<file path="config.mk">
export PLATFORM = sky130hd
export DESIGN_NAME = wb_commit_queue
export DESIGN_NICKNAME = d
export VERILOG_FILES = /design/src/rtl/wb_commit_queue.sv
export SDC_FILE = /design/constraint.sdc
export NUM_CORES = 1
export LEC_CHECK = 0
export CAP_MARGIN = 15
export CORE_ASPECT_RATIO = 1.2
export CORE_UTILIZATION = 55
export DETAILED_ROUTE_END_ITERATION = 10
export GPL_TIMING_DRIVEN = 0
export HOLD_SLACK_MARGIN = 0.02
export PLACE_DENSITY = 0.83
export RECOVER_POWER = 50
export SLEW_MARGIN = 30
export SYNTH_ARGS = -nofsm -noshare
export SYNTH_HDL_FRONTEND = slang
export SYNTH_SLANG_ARGS = --single-unit
</file>
<file path="constraint.sdc">
create_clock -name clk -period 6.9 [get_ports clk]
set_input_delay 1.38 -clock clk [delete_from_list [all_inputs] [get_ports clk]]
set_output_delay 1.38 -clock clk [all_outputs]
set_load 0.005 [all_outputs]
</file>
<file path="src/rtl/wb_commit_queue.sv">
// Writeback commit queue: buffers ALU/load results in an in-order FIFO, drains one
// register-file write per cycle, and forwards pending values to two read ports.
module wb_commit_queue #(
  parameter int DATA_WIDTH = 32,
  parameter int ADDR_WIDTH = 5,
  parameter int DEPTH      = 4
) (
  input  logic                  clk,
  input  logic                  rst_n,
  input  logic                  alu_valid,
  input  logic [ADDR_WIDTH-1:0] alu_rd,
  input  logic [DATA_WIDTH-1:0] alu_data,
  input  logic                  ld_valid,
  input  logic [ADDR_WIDTH-1:0] ld_rd,
  input  logic [DATA_WIDTH-1:0] ld_data,
  output logic                  in_ready,
  output logic                  rf_we,
  output logic [ADDR_WIDTH-1:0] rf_addr,
  output logic [DATA_WIDTH-1:0] rf_data,
  input  logic [ADDR_WIDTH-1:0] address_rs,
  input  logic [ADDR_WIDTH-1:0] address_rt,
  output logic                  fwd_a_hit,
  output logic [DATA_WIDTH-1:0] fwd_a_data,
  output logic                  fwd_b_hit,
  output logic [DATA_WIDTH-1:0] fwd_b_data,
  output logic [ADDR_WIDTH-1:0] count
);

  localparam int PW = (DEPTH > 1) ? $clog2(DEPTH) : 1;

  typedef struct packed {
    logic [ADDR_WIDTH-1:0] rd;
    logic [DATA_WIDTH-1:0] data;
  } entry_t;

  entry_t                mem [DEPTH];
  logic [PW-1:0]         head, tail;
  logic [ADDR_WIDTH-1:0] count_q;
  logic                  push_ld, push_alu, pop;
  logic [1:0]            n_push;
  entry_t                ld_entry, alu_entry, slot0_entry;

  assign ld_entry  = '{rd: ld_rd,  data: ld_data};
  assign alu_entry = '{rd: alu_rd, data: alu_data};

  // Admission looks only at the current occupancy so two pushes always fit.
  assign in_ready = (count_q <= ADDR_WIDTH'(DEPTH - 2));
  assign push_ld  = ld_valid  && in_ready && (ld_rd  != '0);
  assign push_alu = alu_valid && in_ready && (alu_rd != '0);
  assign n_push   = {1'b0, push_ld} + {1'b0, push_alu};
  assign pop      = (count_q != '0);
  assign count    = count_q;

  // The load is older, so it takes the tail slot when both arrive together.
  assign slot0_entry = push_ld ? ld_entry : alu_entry;

  // NOTE: payload storage has no reset; occupancy and pointers alone define validity.
  always_ff @(posedge clk) begin
    if (push_ld || push_alu) mem[tail] <= slot0_entry;
    if (push_ld && push_alu) mem[tail + PW'(1)] <= alu_entry;
  end

  // NOTE: all sequential state uses non-blocking assignments so every register
  // samples pre-edge values regardless of statement order.
  always_ff @(posedge clk or negedge rst_n) begin
    if (!rst_n) begin
      head    <= '0;
      tail    <= '0;
      count_q <= '0;
      rf_we   <= 1'b0;
      rf_addr <= '0;
      rf_data <= '0;
    end else begin
      tail    <= tail + PW'(n_push);
      head    <= head + PW'(pop);
      count_q <= count_q + ADDR_WIDTH'(n_push) - ADDR_WIDTH'(pop);
      rf_we   <= pop;
      if (pop) begin
        rf_addr <= mem[head].rd;
        rf_data <= mem[head].data;
      end
    end
  end

  // Scan oldest to youngest so the newest matching entry overrides earlier ones.
  function automatic logic [DATA_WIDTH:0] fwd_lookup(input logic [ADDR_WIDTH-1:0] addr);
    logic [DATA_WIDTH:0] result;
    logic [PW-1:0]       idx;
    result = '0;
    idx    = '0;
    if (addr != '0) begin
      if (rf_we && (rf_addr == addr)) result = {1'b1, rf_data};
      for (int i = 0; i < DEPTH; i++) begin
        idx = head + PW'(i);
        if ((ADDR_WIDTH'(i) < count_q) && (mem[idx].rd == addr))
          result = {1'b1, mem[idx].data};
      end
    end
    return result;
  endfunction

  assign {fwd_a_hit, fwd_a_data} = fwd_lookup(address_rs);
  assign {fwd_b_hit, fwd_b_data} = fwd_lookup(address_rt);

  overflow_guard: assert property (@(posedge clk) disable iff (!rst_n)
    !((n_push != 2'd0) && (count_q == ADDR_WIDTH'(DEPTH))));

endmodule

</file>
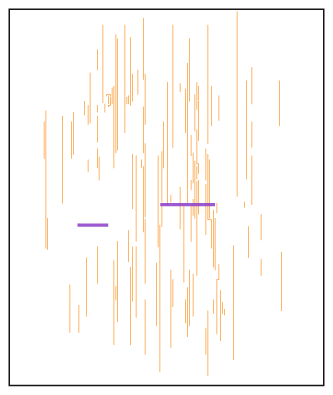
Run 1: wiring by layer
Drawn at 2 px/um. Two of the layers only.
Key: M4 = orange [wire length 2830 um]; M5 = purple [wire length 39.6 um]

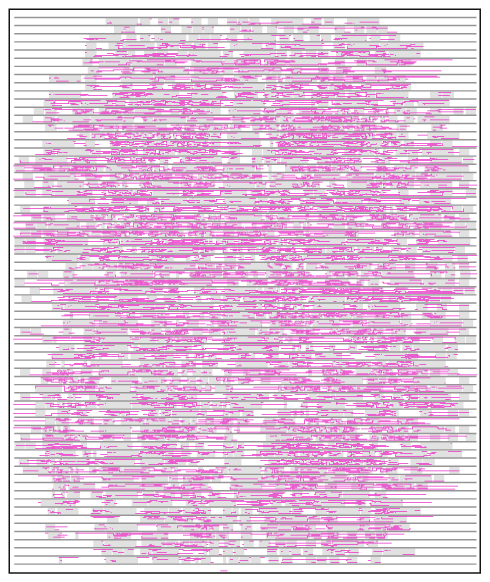
Run 1: metal 1
Drawn at 3 px/um. Supply wires on this layer in grey.
The longest straight run is 43.2 um. The layer carries 19200 um of wire.

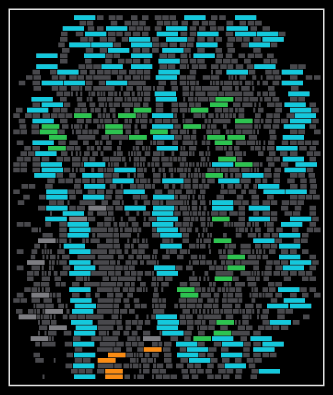
Run 1: where the registers sit
Drawn at 2 px/um.
Key: rf_data = green [placed flops 32]; rf_addr = orange [placed flops 5]; mem = cyan [placed flops 148, where all over the die]

==> impl_metrics.py, run 1 <==
# Flow results
metrics = {
    "run_status": {
        "status": "complete, but fails checks",
        "violations": "max-capacitance violations, max-slew violations",
    },
    "min_path": {
        "hp-class": "reg -> reg",
        "min_delay_path_depth": 1,
    },
    "synth": {
        "top_cells_by_area": "edfxtp_1 (28%), mux2_2 (16%), mux2i_1 (15%)",
        "avgSynthCellArea_um2": 11.5,
        "synth.logic.top_family": "multiplexers",
        "ys_sh_mux_pct": 33.6,
        "async_flop_share_pct": 24.1,
        "seq_area_frac_synth_pct": 35.7,
        "ys_sh_simple_pct": 8.09,
        "edf_count": 148,
    },
    "global_route": {
        "grt_use_met2_pct": 60.4,
        "grt_pass1_vias": 14104,
        "use_met3_pct": 8.92,
        "grt_use_met1_pct": 43.9,
        "grt_pass1_wl_um": 80800,
        "overflow": 0,
    },
    "finish": {
        "stdcell_area_um2": 18800,
        "nonClkBufAreaFrac_pct": 14.4,
        "comb_share_pct": 49.7,
        "fin_nets": 1698,
        "seq-cell-share_pct": 29.9,
        "area_growth_pct": 19.1,
        "drive_gt1_share_pct": 26.1,
        "utilization_pct": 66.8,
    },
    "power": {
        "swShare_pct": 45.6,
        "pwr-share-comb_pct": 64.9,
    },
    "clocking": {
        "cts-root-buf": "clkbuf_16",
        "cts_buffer_depth": 2,
        "clk_latency_ns": 0.46,
    },
    "sta": {
        "finalWorstSetupSlack_ns": 0.393,
        "maxSlewViolCount": 101,
        "finalCriticalPeriod_ns": 6.51,
        "setup_viol": 0,
    },
    "critical_path": {
        "critPathKind": "in -> out",
        "cp_slowest_cell": "o311ai_1",
        "crit_chain": "clkdlybuf4s50_1 -> clkbuf_1 -> xor2_1 -> and3_1 -> o21ai_1 -> clkbuf_1 -> nor2_1 -> o311ai_1 -> clkdlybuf4s50_1",
        "r2r-end": "count[4]",
    },
    "die": {
        "dieArea_um2": 29300,
        "fp-utilization_pct": 56.1,
    },
    "run": {
        "drv_cap": 4,
    },
    "placed_design": {
        "postPlaceCellArea_um2": 18300,
        "hpwl_um": 37300,
        "numPlacedInstances": 1957,
    },
    "routing": {
        "vias": 13910,
    },
}
==> run 1 -> run 2 <==
Settings changed: CELL_PAD_IN_SITES_DETAIL_PLACEMENT set to 1, CELL_PAD_IN_SITES_GLOBAL_PLACEMENT set to 2, CORE_UTILIZATION 55 to 38, PLACE_DENSITY 0.83 to 0.86.
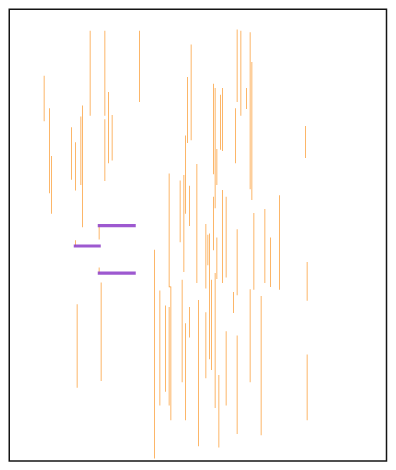
Run 2: wiring by layer
Drawn at 2 px/um. Two of the layers only.
Key: M4 = orange [wire length 2710 um]; M5 = purple [wire length 46.9 um]

==> impl_metrics.py, run 2 <==
# Flow results
metrics = {
    "clocking": {
        "cts_buffer_depth": 2,
        "cts-root-buf": "clkbuf_16",
        "clk_latency_ns": 0.49,
    },
    "placed_design": {
        "postPlaceCellArea_um2": 18500,
        "numPlacedInstances": 2118,
        "hpwl_um": 43500,
        "pre_cts_ws_ns": 0.177,
    },
    "finish": {
        "stdcell_area_um2": 19000,
        "fin_nets": 1699,
        "nonClkBufAreaFrac_pct": 14.2,
        "comb_share_pct": 49.1,
        "seq-cell-share_pct": 29.6,
        "drive_gt1_share_pct": 25.9,
        "stdcell_count": 2151,
        "utilization_pct": 46.5,
        "regArea_um2": 5620,
        "area_growth_pct": 20.5,
    },
    "die": {
        "rows": 81,
        "fp-utilization_pct": 38.6,
        "dieArea_um2": 42300,
    },
    "critical_path": {
        "crit_chain": "clkdlybuf4s50_1 -> clkbuf_1 -> xor2_1 -> nor4_4 -> buf_4 -> clkbuf_1 -> nand3_1 -> a31oi_1 -> a221oi_1 -> o311ai_2 -> clkdlybuf4s50_1",
        "cp_slowest_cell": "clkdlybuf4s50_1",
        "r2r-end": "count[4]",
    },
    "global_route": {
        "overflow": 0,
        "antenna_found_initial": 4,
        "use_met3_pct": 6.28,
        "grt_pass1_wl_um": 89300,
        "grt_use_met2_pct": 48.4,
    },
    "synth": {
        "syn-num-nets": 1477,
        "edf_count": 148,
        "ys_sh_simple_pct": 8.09,
        "ys_sh_mux_pct": 33.6,
        "avgSynthCellArea_um2": 11.5,
        "top_cells_by_area": "edfxtp_1 (28%), mux2_2 (16%), mux2i_1 (15%)",
        "async_flop_share_pct": 24.1,
        "seq_area_frac_synth_pct": 35.7,
    },
    "sta": {
        "finalCriticalPeriod_ns": 6.64,
        "setup-tns-final_ns": 0,
        "setup_viol": 0,
        "maxSlewViolCount": 84,
    },
    "routing": {
        "routed.top_layer": "met5",
        "vias": 13549,
    },
    "power": {
        "swShare_pct": 46.4,
        "p_seq_share_pct": 23.0,
        "pwr-share-comb_pct": 65.0,
    },
    "run_status": {
        "violations": "max-capacitance violations, max-slew violations",
        "status": "complete, but fails checks",
    },
    "run": {
        "drv_cap": 4,
    },
    "min_path": {
        "hp-class": "reg -> reg",
        "min_delay_path_depth": 1,
    },
}
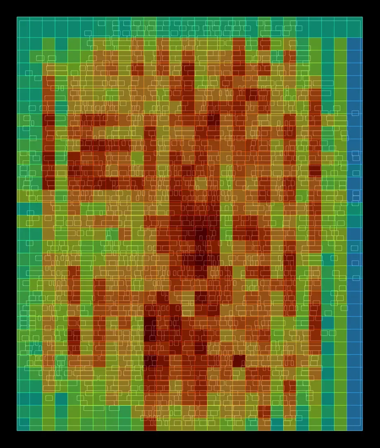
Run 2: routing congestion map
GR peak layer: met2
met1 usage: 33.9%

No activity file was given, so power comes from the tool's default toggle rates.
